[src/rtl/nand_exer_pkg.sv]
// ---------------------------------------------------------------------------
// nand_exer_pkg
// Shared types and helpers for the NAND cell exerciser.
//   exer_state_t : exerciser FSM states (IDLE, DRIVE, SETTLE, SAMPLE, DONE)
//   VEC_W        : width of the vector index; one bit per NAND operand
//   nand_exp()   : ideal NAND response used as the expected cell output
// ---------------------------------------------------------------------------
package nand_exer_pkg;

  typedef enum logic [2:0] {
    IDLE,
    DRIVE,
    SETTLE,
    SAMPLE,
    DONE
  } exer_state_t;

  localparam int VEC_W = 2;

  // Ideal 2-input NAND, the reference the cell under test is judged against.
  function automatic logic nand_exp(input logic a, input logic b);
    return ~(a & b);
  endfunction

endpackage

[src/rtl/nand_exerciser_if.sv]
// ---------------------------------------------------------------------------
// nand_exerciser_if
// Bundles the run handshake, the cell drive/response pair and the result
// outputs of the NAND exerciser.
//   master : exerciser side (drives a/b and results, receives start and w)
//   slave  : environment side (drives start and w, observes everything else)
// Parameter ERR_W must match the ERR_W of the nand_exerciser it connects to.
// Optional macro NAND_EXER_FAIL_CAPTURE_EN adds first_fail_vld/first_fail_vec.
// ---------------------------------------------------------------------------
interface nand_exerciser_if #(
  parameter int ERR_W = 8
);
  import nand_exer_pkg::*;

  logic             start;
  logic             a;
  logic             b;
  logic             w;
  logic             busy;
  logic             done;
  logic             pass;
  logic [ERR_W-1:0] err_count;
  logic [VEC_W-1:0] vec_idx;

`ifdef NAND_EXER_FAIL_CAPTURE_EN
  logic             first_fail_vld;
  logic [VEC_W-1:0] first_fail_vec;

  modport master (
    input  start, w,
    output a, b, busy, done, pass, err_count, vec_idx,
    output first_fail_vld, first_fail_vec
  );

  modport slave (
    output start, w,
    input  a, b, busy, done, pass, err_count, vec_idx,
    input  first_fail_vld, first_fail_vec
  );
`else
  modport master (
    input  start, w,
    output a, b, busy, done, pass, err_count, vec_idx
  );

  modport slave (
    output start, w,
    input  a, b, busy, done, pass, err_count, vec_idx
  );
`endif

endinterface

[src/rtl/nand_exer_settle_timer.sv]
// ---------------------------------------------------------------------------
// nand_exer_settle_timer
// Counts the settle window between driving the cell operands and sampling
// the cell output. The count runs 0..SETTLE_CYCLES-1 and parks on the last
// value, where terminal is raised.
// Ports:
//   clk, rst_n : clock, asynchronous active-low reset
//   clear      : return the count to 0 (takes priority over enable)
//   enable     : advance the count by one per cycle
//   terminal   : count has reached SETTLE_CYCLES-1
// ---------------------------------------------------------------------------
module nand_exer_settle_timer #(
  parameter  int SETTLE_CYCLES = 4,
  localparam int CNT_W = (SETTLE_CYCLES > 1) ? $clog2(SETTLE_CYCLES) : 1
) (
  input  logic clk,
  input  logic rst_n,
  input  logic clear,
  input  logic enable,
  output logic terminal
);

  logic [CNT_W-1:0] count;

  // With SETTLE_CYCLES=1 the count sits at 0, so terminal is already high on
  // the first settle cycle and the window is exactly one cycle long.
  assign terminal = (count == CNT_W'(SETTLE_CYCLES - 1));

  // Parking on the terminal value keeps the counter from wrapping if the
  // controller lingers in its settle state.
  always_ff @(posedge clk or negedge rst_n) begin
    if (!rst_n) begin
      count <= '0;
    end else if (clear) begin
      count <= '0;
    end else if (enable && !terminal) begin
      count <= count + CNT_W'(1);
    end
  end

endmodule

[src/rtl/nand_exerciser.sv]
// ---------------------------------------------------------------------------
// nand_exerciser
// Stimulus and response checker for a 2-input NAND cell. Each run sweeps the
// operand pair through 00, 01, 10, 11 (LOOPS times), waits SETTLE_CYCLES after
// each drive, samples the cell output w and counts mismatches against the
// ideal NAND in a saturating error counter.
// Parameters:
//   SETTLE_CYCLES (>=1) : cycles between driving a/b and sampling w
//   LOOPS         (>=1) : full 4-vector sweeps per run
//   ERR_W               : width of err_count (must equal the interface ERR_W)
// Ports:
//   clk, rst_n : clock, asynchronous active-low reset
//   bus        : nand_exerciser_if master modport
//                start (level-sampled run request), w (cell output) in;
//                a/b (registered operands), busy, done, pass, err_count,
//                vec_idx out
// Optional macro NAND_EXER_FAIL_CAPTURE_EN: adds first_fail_vld and
// first_fail_vec, recording the vector of the first mismatch in a run.
// ---------------------------------------------------------------------------
module nand_exerciser
  import nand_exer_pkg::*;
#(
  parameter int SETTLE_CYCLES = 4,
  parameter int LOOPS         = 1,
  parameter int ERR_W         = 8
) (
  input  logic           clk,
  input  logic           rst_n,
  nand_exerciser_if.master bus
);

  // Sized to hold 0..LOOPS so the increment on the final wrap cannot overflow.
  localparam int LOOP_W = (LOOPS > 0) ? $clog2(LOOPS + 1) : 1;

  exer_state_t       state;
  logic [LOOP_W-1:0] loop_cnt;
  logic              settle_done;
  logic              expected;
  logic              mismatch;
  logic [ERR_W-1:0]  err_next;

  nand_exer_settle_timer #(
    .SETTLE_CYCLES(SETTLE_CYCLES)
  ) u_settle_timer (
    .clk     (clk),
    .rst_n   (rst_n),
    .clear   (state == DRIVE),
    .enable  (state == SETTLE),
    .terminal(settle_done)
  );

  // Compare against the operands actually presented to the cell. The
  // case-inequality makes an X or Z on w count as a mismatch in simulation.
  always_comb begin
    expected = nand_exp(bus.a, bus.b);
    mismatch = (bus.w !== expected);
    err_next = bus.err_count;
    if (mismatch && (bus.err_count != '1)) begin
      err_next = bus.err_count + ERR_W'(1);
    end
  end

  // Run controller. All outputs are registered here, so busy/done/pass and
  // the operands change only on clock edges (or asynchronously on reset).
  always_ff @(posedge clk or negedge rst_n) begin
    if (!rst_n) begin
      state         <= IDLE;
      bus.a         <= 1'b0;
      bus.b         <= 1'b0;
      bus.busy      <= 1'b0;
      bus.done      <= 1'b0;
      bus.pass      <= 1'b0;
      bus.err_count <= '0;
      bus.vec_idx   <= '0;
      loop_cnt      <= '0;
`ifdef NAND_EXER_FAIL_CAPTURE_EN
      bus.first_fail_vld <= 1'b0;
      bus.first_fail_vec <= '0;
`endif
    end else begin
      case (state)
        // start is only looked at here, so a request during a run is dropped.
        IDLE, DONE: begin
          if (bus.start) begin
            state         <= DRIVE;
            bus.busy      <= 1'b1;
            bus.done      <= 1'b0;
            bus.pass      <= 1'b0;
            bus.err_count <= '0;
            bus.vec_idx   <= '0;
            loop_cnt      <= '0;
`ifdef NAND_EXER_FAIL_CAPTURE_EN
            bus.first_fail_vld <= 1'b0;
            bus.first_fail_vec <= '0;
`endif
          end
        end

        DRIVE: begin
          bus.a <= bus.vec_idx[1];
          bus.b <= bus.vec_idx[0];
          state <= SETTLE;
        end

        SETTLE: begin
          if (settle_done) begin
            state <= SAMPLE;
          end
        end

        SAMPLE: begin
          bus.err_count <= err_next;
`ifdef NAND_EXER_FAIL_CAPTURE_EN
          if (mismatch && !bus.first_fail_vld) begin
            bus.first_fail_vld <= 1'b1;
            bus.first_fail_vec <= bus.vec_idx;
          end
`endif
          // vec_idx wraps 3->0 naturally in its two bits.
          bus.vec_idx <= bus.vec_idx + VEC_W'(1);
          state       <= DRIVE;
          if (bus.vec_idx == '1) begin
            loop_cnt <= loop_cnt + LOOP_W'(1);
            if (loop_cnt == LOOP_W'(LOOPS - 1)) begin
              state    <= DONE;
              bus.busy <= 1'b0;
              bus.done <= 1'b1;
              bus.pass <= (err_next == '0);
              bus.a    <= 1'b0;
              bus.b    <= 1'b0;
            end
          end
        end

        default: begin
          state <= IDLE;
        end
      endcase
    end
  end

endmodule

[src/flat_wrapper.sv]
// flat-port wrapper written by rule: the top's interface ports become plain ports
module nand_exerciser_flat import nand_exer_pkg::*;
#(
  parameter int SETTLE_CYCLES = 4,
  parameter int LOOPS         = 1,
  parameter int ERR_W         = 8
)
  (clk, rst_n, bus_start, bus_w, bus_a, bus_b, bus_busy, bus_done, bus_pass, bus_err_count, bus_vec_idx);
  nand_exerciser_if #(.ERR_W(ERR_W)) bus_i ();
  input  logic clk;
  input  logic rst_n;
  input wire logic [$bits(bus_i.start)-1:0] bus_start;
  input wire logic [$bits(bus_i.w)-1:0] bus_w;
  output wire logic [$bits(bus_i.a)-1:0] bus_a;
  output wire logic [$bits(bus_i.b)-1:0] bus_b;
  output wire logic [$bits(bus_i.busy)-1:0] bus_busy;
  output wire logic [$bits(bus_i.done)-1:0] bus_done;
  output wire logic [$bits(bus_i.pass)-1:0] bus_pass;
  output wire logic [$bits(bus_i.err_count)-1:0] bus_err_count;
  output wire logic [$bits(bus_i.vec_idx)-1:0] bus_vec_idx;
  assign bus_i.start = bus_start;
  assign bus_i.w = bus_w;
  assign bus_a = bus_i.a;
  assign bus_b = bus_i.b;
  assign bus_busy = bus_i.busy;
  assign bus_done = bus_i.done;
  assign bus_pass = bus_i.pass;
  assign bus_err_count = bus_i.err_count;
  assign bus_vec_idx = bus_i.vec_idx;
  nand_exerciser #(.SETTLE_CYCLES(SETTLE_CYCLES), .LOOPS(LOOPS), .ERR_W(ERR_W)) u_core (.clk(clk), .rst_n(rst_n), .bus(bus_i));
endmodule
[config.mk]
export PLATFORM = sky130hd
export DESIGN_NAME = nand_exerciser_flat
export DESIGN_NICKNAME = d
export VERILOG_FILES = /design/src/rtl/nand_exer_pkg.sv /design/src/rtl/nand_exerciser_if.sv /design/src/rtl/nand_exer_settle_timer.sv /design/src/rtl/nand_exerciser.sv /design/src/flat_wrapper.sv
export SDC_FILE = /design/constraint.sdc
export NUM_CORES = 1
export LEC_CHECK = 0
export CAP_MARGIN = 25
export CELL_PAD_IN_SITES_DETAIL_PLACEMENT = 1
export CELL_PAD_IN_SITES_GLOBAL_PLACEMENT = 2
export CORE_UTILIZATION = 29
export CTS_CLUSTER_SIZE = 10
export DETAILED_ROUTE_END_ITERATION = 10
export PLACE_DENSITY = 0.74
export SYNTH_ARGS = -nofsm -noshare
export SYNTH_HDL_FRONTEND = slang
export SYNTH_HIERARCHICAL = 1
export SYNTH_SLANG_ARGS = --single-unit
[constraint.sdc]
create_clock -name clk -period 1.6 [get_ports clk]
set_input_delay 0.32 -clock clk [delete_from_list [all_inputs] [get_ports clk]]
set_output_delay 0.32 -clock clk [all_outputs]
set_load 0.01 [all_outputs]
run_1/met1.png
Bar = 20 µm.
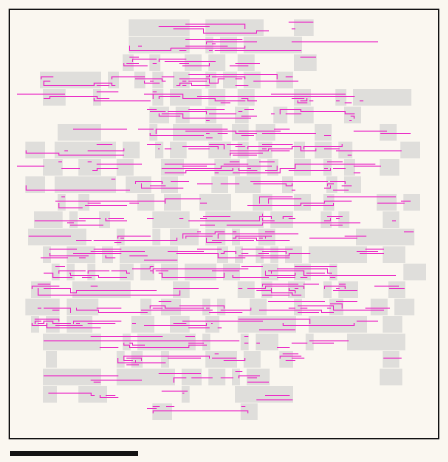
nets with wire on the layer: 175
wire length on this layer: 1770 µm
longest straight run: 30.4 µm
Global Route met1 Usage: 0.238
drt total wl: 3.73 mm
Vias: 1216

run_1/met2.png
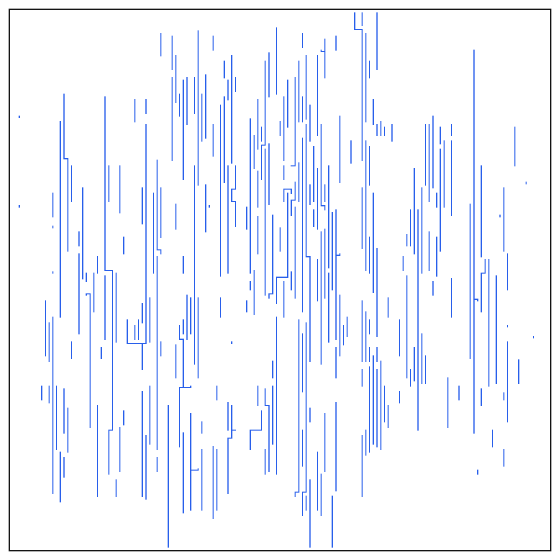
nets with wire on the layer: 180
longest straight run: 47.3 µm
share of all routed wire: 49%
main direction: vertical
wire length on this layer: 1820 µm
GR Util met2: 0.324

==> out/metrics.yaml, run 1 <==
dieArea_mm2: 0.00444
enable_flop_cells: 0
top_power_group: "combinational logic"
hold_class: "in2async"
avgViaCountPerCell: 5.17
synth_cell_types: 42
period_used_share: 1.06
outcome: "finished with violations"
die_x_um: 66.7
pg_seq_uw: 810
power_density_mw_per_mm2: 1260
nonClkBufAreaFrac: 0.238
relSlewSlack: 0.786
r2r-end: "u_core/bus.pass$_DFFE_PN0P_"
postCtsSetupBuffers: 1
top_cell_area_share: 0.433
cap_violations: 0
antenna_found_initial: 0
cp_top_family: "AND-OR/OR-AND gates"
power_frac_clock: 0.168
ys_async_sr_fraction: 1.00
peakVddDrop_uv: 585
reg_top3: "u_core/bus.err_count (8), u_core/state (3)"
root_buffer: "clkbuf_8"
gp_congestion: 0.824
finalSetupViolations: 3
setup.worst_path.start: "u_core/bus.err_count[0]$_DFFE_PN0P_"
timing.final.ws_setup_ns: -0.0885
top_cells_by_area: "dfrtp_1, nand2_1, o21ai_0, nand3_1, ha_1"
worstPathArrival_ns: 1.87
cp_num_buf_inv: 1
worst_pin_slew_ns: 0.321
synth-simple-area-share: 0.267
clk_share: 0.0270
setup_tns_ns: -0.164
fp_nets: 141
num_antenna_cells: 0
switching_share: 0.385
clock_latency_ns: 0.27
die_y_um: 66.7
path_class: "reg2reg"
critPathMaxStageDelay_ns: 0.46
yosys.area.top_type: "dfrtp_1"
mi_logic_area_um2: 714
rows: 23
final_antenna_net_count: 0
mostFrequentLayoutCells: "buf_4, nand2_1, dfrtp_1"
place_ws_ns: -0.440
ff_count: 21
nets: 193
cts_resized: 9
dp_cells: 227
grt_use_met3: 0.0291
syn2layout_area_growth_pct: 49.0
inverters: 5
tool_warnings: 29
powerClk_uw: 381
p_seq_frac: 0.357
maxSlewViolCount: 0
yosys-stat-area_mm2: 0.00121
wl_met3_um: 98
violations: "negative setup slack"
wl_met1_mm: 1.77
yosys-stat-cells: 134
grt_use_total: 0.189
seq_area_frac: 0.294
placeableCoreArea_mm2: 0.00400
portBuffers: 18
grt_max_degree: 22
largest_register_ffs: 8
drive_gt1_frac: 0.324
fin_util: 0.452
comb_cell_power_uw: 1080
grt_pass1_wl_mm: 6.26
numSynthFlops: 21
cts-hold-fix-buffers: 0
worst-path-stages: 5
power_uw: 2270
hold_ws_ns: 0.393
startpoint_type: "flop"
fin_area_mm2: 0.00181
r2r_cells: 5
grt-busiest-layer: "met2"
min_period_ns: 1.69
internal-power_uw: 1400
mux_area_frac: 0.0206
dpl_cell_area_mm2: 0.00170
required_ns: 1.78
cts.path.max_buffers: 2
r2r-start: "u_core/bus.err_count[0]$_DFFE_PN0P_"
leakagePower_uw: 0.000858
flop_area_um2: 532
lay_top_count: "buf_4"
fmax_mhz: 592
initial_utilization: 0.303
ys_sh_adder: 0.0310
firstDrtPassIters: 3
endpoint_kind: "flop"
worst-path-max-fanout: 4
switchingPower_uw: 872
comb_power_share: 0.475
final_hold_viol_count: 0
multiInputCombCellCount: 103
xor_share: 0
topRoutingLayerUsed: "met4"
cts_sinks: 21
nFillCells: 464
run_1/met3.png
Bar = 20 µm.
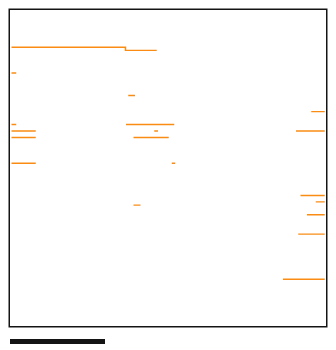
wire length on this layer: 98.8 µm
main direction: horizontal
share of all routed wire: 2.7%
nets with wire on the layer: 15
longest straight run: 23.9 µm

==> run 2: changes to the inputs <==
--- a/config.mk
+++ b/config.mk
@@ -8,6 +8,7 @@
 export CAP_MARGIN = 25
 export CELL_PAD_IN_SITES_DETAIL_PLACEMENT = 1
 export CELL_PAD_IN_SITES_GLOBAL_PLACEMENT = 2
+export CORE_MARGIN = 3
 export CORE_UTILIZATION = 29
 export CTS_CLUSTER_SIZE = 10
 export DETAILED_ROUTE_END_ITERATION = 10
run_2/met3.png
Bar = 20 µm.
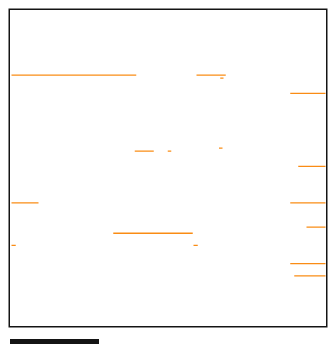
Vias: 1192
drt total wl: 3.66 mm

==> run 2 against run 1 <==
Against the previous run: the run still ends with negative setup slack left; first-iteration DRC count up 25%; via count shrank 2.0%; critical endpoint unchanged; power fell by 3.8%; largest cell class unchanged; clock power shrank 3%; global-route usage fell by 3.4 points; non-clock buffer count decreased by 3; highest routed layer unchanged; synthesized cell count unchanged.
==> out/metrics.yaml, run 2 <==
outcome: "finished with violations"
violations: "negative setup slack"
enable_flop_cells: 0
num_antenna_cells: 0
antenna_found_initial: 0
r2r_cells: 5
numSynthFlops: 21
taps: 48
hold_ws_ns: 0.401
final_hold_viol_count: 0
path_class: "reg2reg"
top_cells_by_area: "dfrtp_1, nand2_1, o21ai_0, nand3_1, ha_1"
yosys-stat-area_mm2: 0.00121
worstPathArrival_ns: 1.87
grt_use_met3: 0.0284
cp_cell_sequence: "ha_4 > buf_6 > a2111o_1 > a22o_1 > o31ai_2"
root_buffer: "clkbuf_8"
mi_logic_area_um2: 706
switchingPower_uw: 836
gp_congestion: 0.905
endpoint_kind: "flop"
syn2layout_area_growth_pct: 45.9
cts-hold-fix-buffers: 0
setup.worst_path.start: "u_core/bus.err_count[1]$_DFFE_PN0P_"
cp_top_family: "AND-OR/OR-AND gates"
clock_latency_ns: 0.27
xor_share: 0
power_density_mw_per_mm2: 1230
grt_util_met1: 0.185
switching_share: 0.383
internal-power_uw: 1350
flop_area_um2: 532
nFillCells: 472
top_power_group: "combinational logic"
finalSetupViolations: 2
relSlewSlack: 0.799
grt_use_total: 0.155
ys_sh_adder: 0.0310
power_uw: 2180
dp_cells: 219
fin_util: 0.459
cp_num_buf_inv: 1
lay_top_count: "buf_4"
nets: 190
worst_pin_slew_ns: 0.301
required_ns: 1.78
fp_nets: 141
globalRouteMet2Util: 0.278
multiInputCombCellCount: 103
rows: 22
period_used_share: 1.05
mostFrequentLayoutCells: "buf_4, nand2_1, dfrtp_1"
yosys.area.top_type: "dfrtp_1"
nonClkBufAreaFrac: 0.228
topRoutingLayerUsed: "met4"
min_period_ns: 1.68
place_ws_ns: -0.490
r2r-end: "u_core/bus.pass$_DFFE_PN0P_"
inverters: 5
seq_area_frac_synth: 0.433
worst-path-max-fanout: 6
leakagePower_uw: 0.000825
setup_tns_ns: -0.132
pg_seq_uw: 791
avgViaCountPerCell: 5.18
fin_area_mm2: 0.00177
cts_resized: 14
drive_gt1_frac: 0.302
comb_power_share: 0.469
comb_cell_power_uw: 1020
ys_async_sr_fraction: 1.00
cts_sinks: 21
cts.path.max_buffers: 2
mux_area_frac: 0.0206
rsz0062_at_grt: "yes"
placeableCoreArea_mm2: 0.00385
hold_class: "in2async"
timing.final.ws_setup_ns: -0.0843
wl_met3_um: 102
die_y_um: 70.7
synth-simple-area-share: 0.267
maxSlewViolCount: 0
clk_share: 0.0276
die_x_um: 70.7
yosys-stat-cells: 134
worst-path-stages: 5
dpl_cell_area_mm2: 0.00165
reg_top3: "u_core/bus.err_count (8), u_core/state (3)"
portBuffers: 18
ff_count: 21
seq_area_frac: 0.301
peakVddDrop_uv: 501
firstDrtPassIters: 3
critPathMaxStageDelay_ns: 0.45
startpoint_type: "flop"
synth_cell_types: 42
power_frac_clock: 0.169
top_cell_area_share: 0.433
grt_max_degree: 22
postCtsSetupBuffers: 6
dieArea_mm2: 0.00499
final_antenna_net_count: 0
==> run 3: changes to the inputs <==
--- a/config.mk
+++ b/config.mk
@@ -12,6 +12,7 @@
 export CORE_UTILIZATION = 29
 export CTS_CLUSTER_SIZE = 10
 export DETAILED_ROUTE_END_ITERATION = 10
+export HOLD_SLACK_MARGIN = 0.03
 export PLACE_DENSITY = 0.74
 export SYNTH_ARGS = -nofsm -noshare
 export SYNTH_HDL_FRONTEND = slang
run_3/final_clocks.png
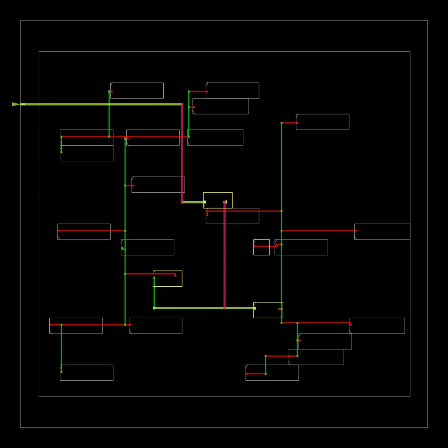
clock sink count: 21
cts bufs inserted: 3
Layout Skew: 0.00195 ns
Clock Power: 369 µW
registers: 21

==> run 3 against run 2 <==
Against the previous run: the flow still finishes with violations (negative setup slack); synthesized cell count unchanged; non-clock buffer count did not move; clock power about the same; fmax is the same; wire length did not move; flip-flop count stayed put; critical path type unchanged.
==> out/metrics.yaml, run 3 <==
nonClkBufAreaFrac: 0.228
fin_util: 0.459
switching_share: 0.383
violations: "negative setup slack"
slowest_stage: "dfrtp_2"
mux_area_frac: 0.0206
lay_top_count: "buf_4"
portBuffers: 18
grt-busiest-layer: "met2"
power_density_mw_per_mm2: 1230
hold_class: "in2async"
final_hold_viol_count: 0
endpoint_kind: "flop"
startpoint_type: "flop"
numSynthFlops: 21
top_cell_area_share: 0.433
seq_area_frac: 0.301
dp_cells: 219
grt_max_degree: 22
xor_share: 0
pg_seq_uw: 791
syn2layout_area_growth_pct: 45.9
nFillCells: 472
required_ns: 1.78
topRoutingLayerUsed: "met4"
tool_warnings: 29
worst_pin_slew_ns: 0.301
grt_use_total: 0.155
nets: 190
switchingPower_uw: 836
cts_resized: 14
taps: 48
postCtsSetupBuffers: 6
gp_congestion: 0.905
hpwl_mm: 2.80
mi_logic_area_um2: 706
finalSetupViolations: 2
placeableCoreArea_mm2: 0.00385
leakagePower_uw: 0.000825
period_used_share: 1.05
wl_met1_mm: 1.57
grt_pass1_wl_mm: 6.13
fin_area_mm2: 0.00177
cts.path.max_buffers: 2
clk_share: 0.0276
r2r-start: "u_core/bus.err_count[1]$_DFFE_PN0P_"
setup_tns_ns: -0.132
outcome: "finished with violations"
die_y_um: 70.7
top_cells_by_area: "dfrtp_1, nand2_1, o21ai_0, nand3_1, ha_1"
setup.worst_path.start: "u_core/bus.err_count[1]$_DFFE_PN0P_"
comb_power_share: 0.469
rows: 22
power_frac_clock: 0.169
final_antenna_net_count: 0
top_power_group: "combinational logic"
worst-path-max-fanout: 6
globalRouteMet2Util: 0.278
min_period_ns: 1.68
initial_utilization: 0.315
num_antenna_cells: 0
vias: 1192
worstPathArrival_ns: 1.87
fmax_mhz: 594
hold_ws_ns: 0.401
cap_violations: 0
rsz0062_at_grt: "yes"
dieArea_mm2: 0.00499
ys_async_sr_fraction: 1.00
maxSlewViolCount: 0
dpl_cell_area_mm2: 0.00165
relSlewSlack: 0.799
yosys.area.top_type: "dfrtp_1"
fp_nets: 141
firstDrtPassIters: 3
synth-simple-area-share: 0.267
largest_register_ffs: 8
flop_area_um2: 532
internal-power_uw: 1350
enable_flop_cells: 0
grt_use_met3: 0.0284
peakVddDrop_uv: 501
grt_util_met1: 0.185
antenna_found_initial: 0
avgViaCountPerCell: 5.18
inverters: 5
timing.final.ws_setup_ns: -0.0843
critPathMaxStageDelay_ns: 0.45
Power is estimated from default activity; no workload was simulated.
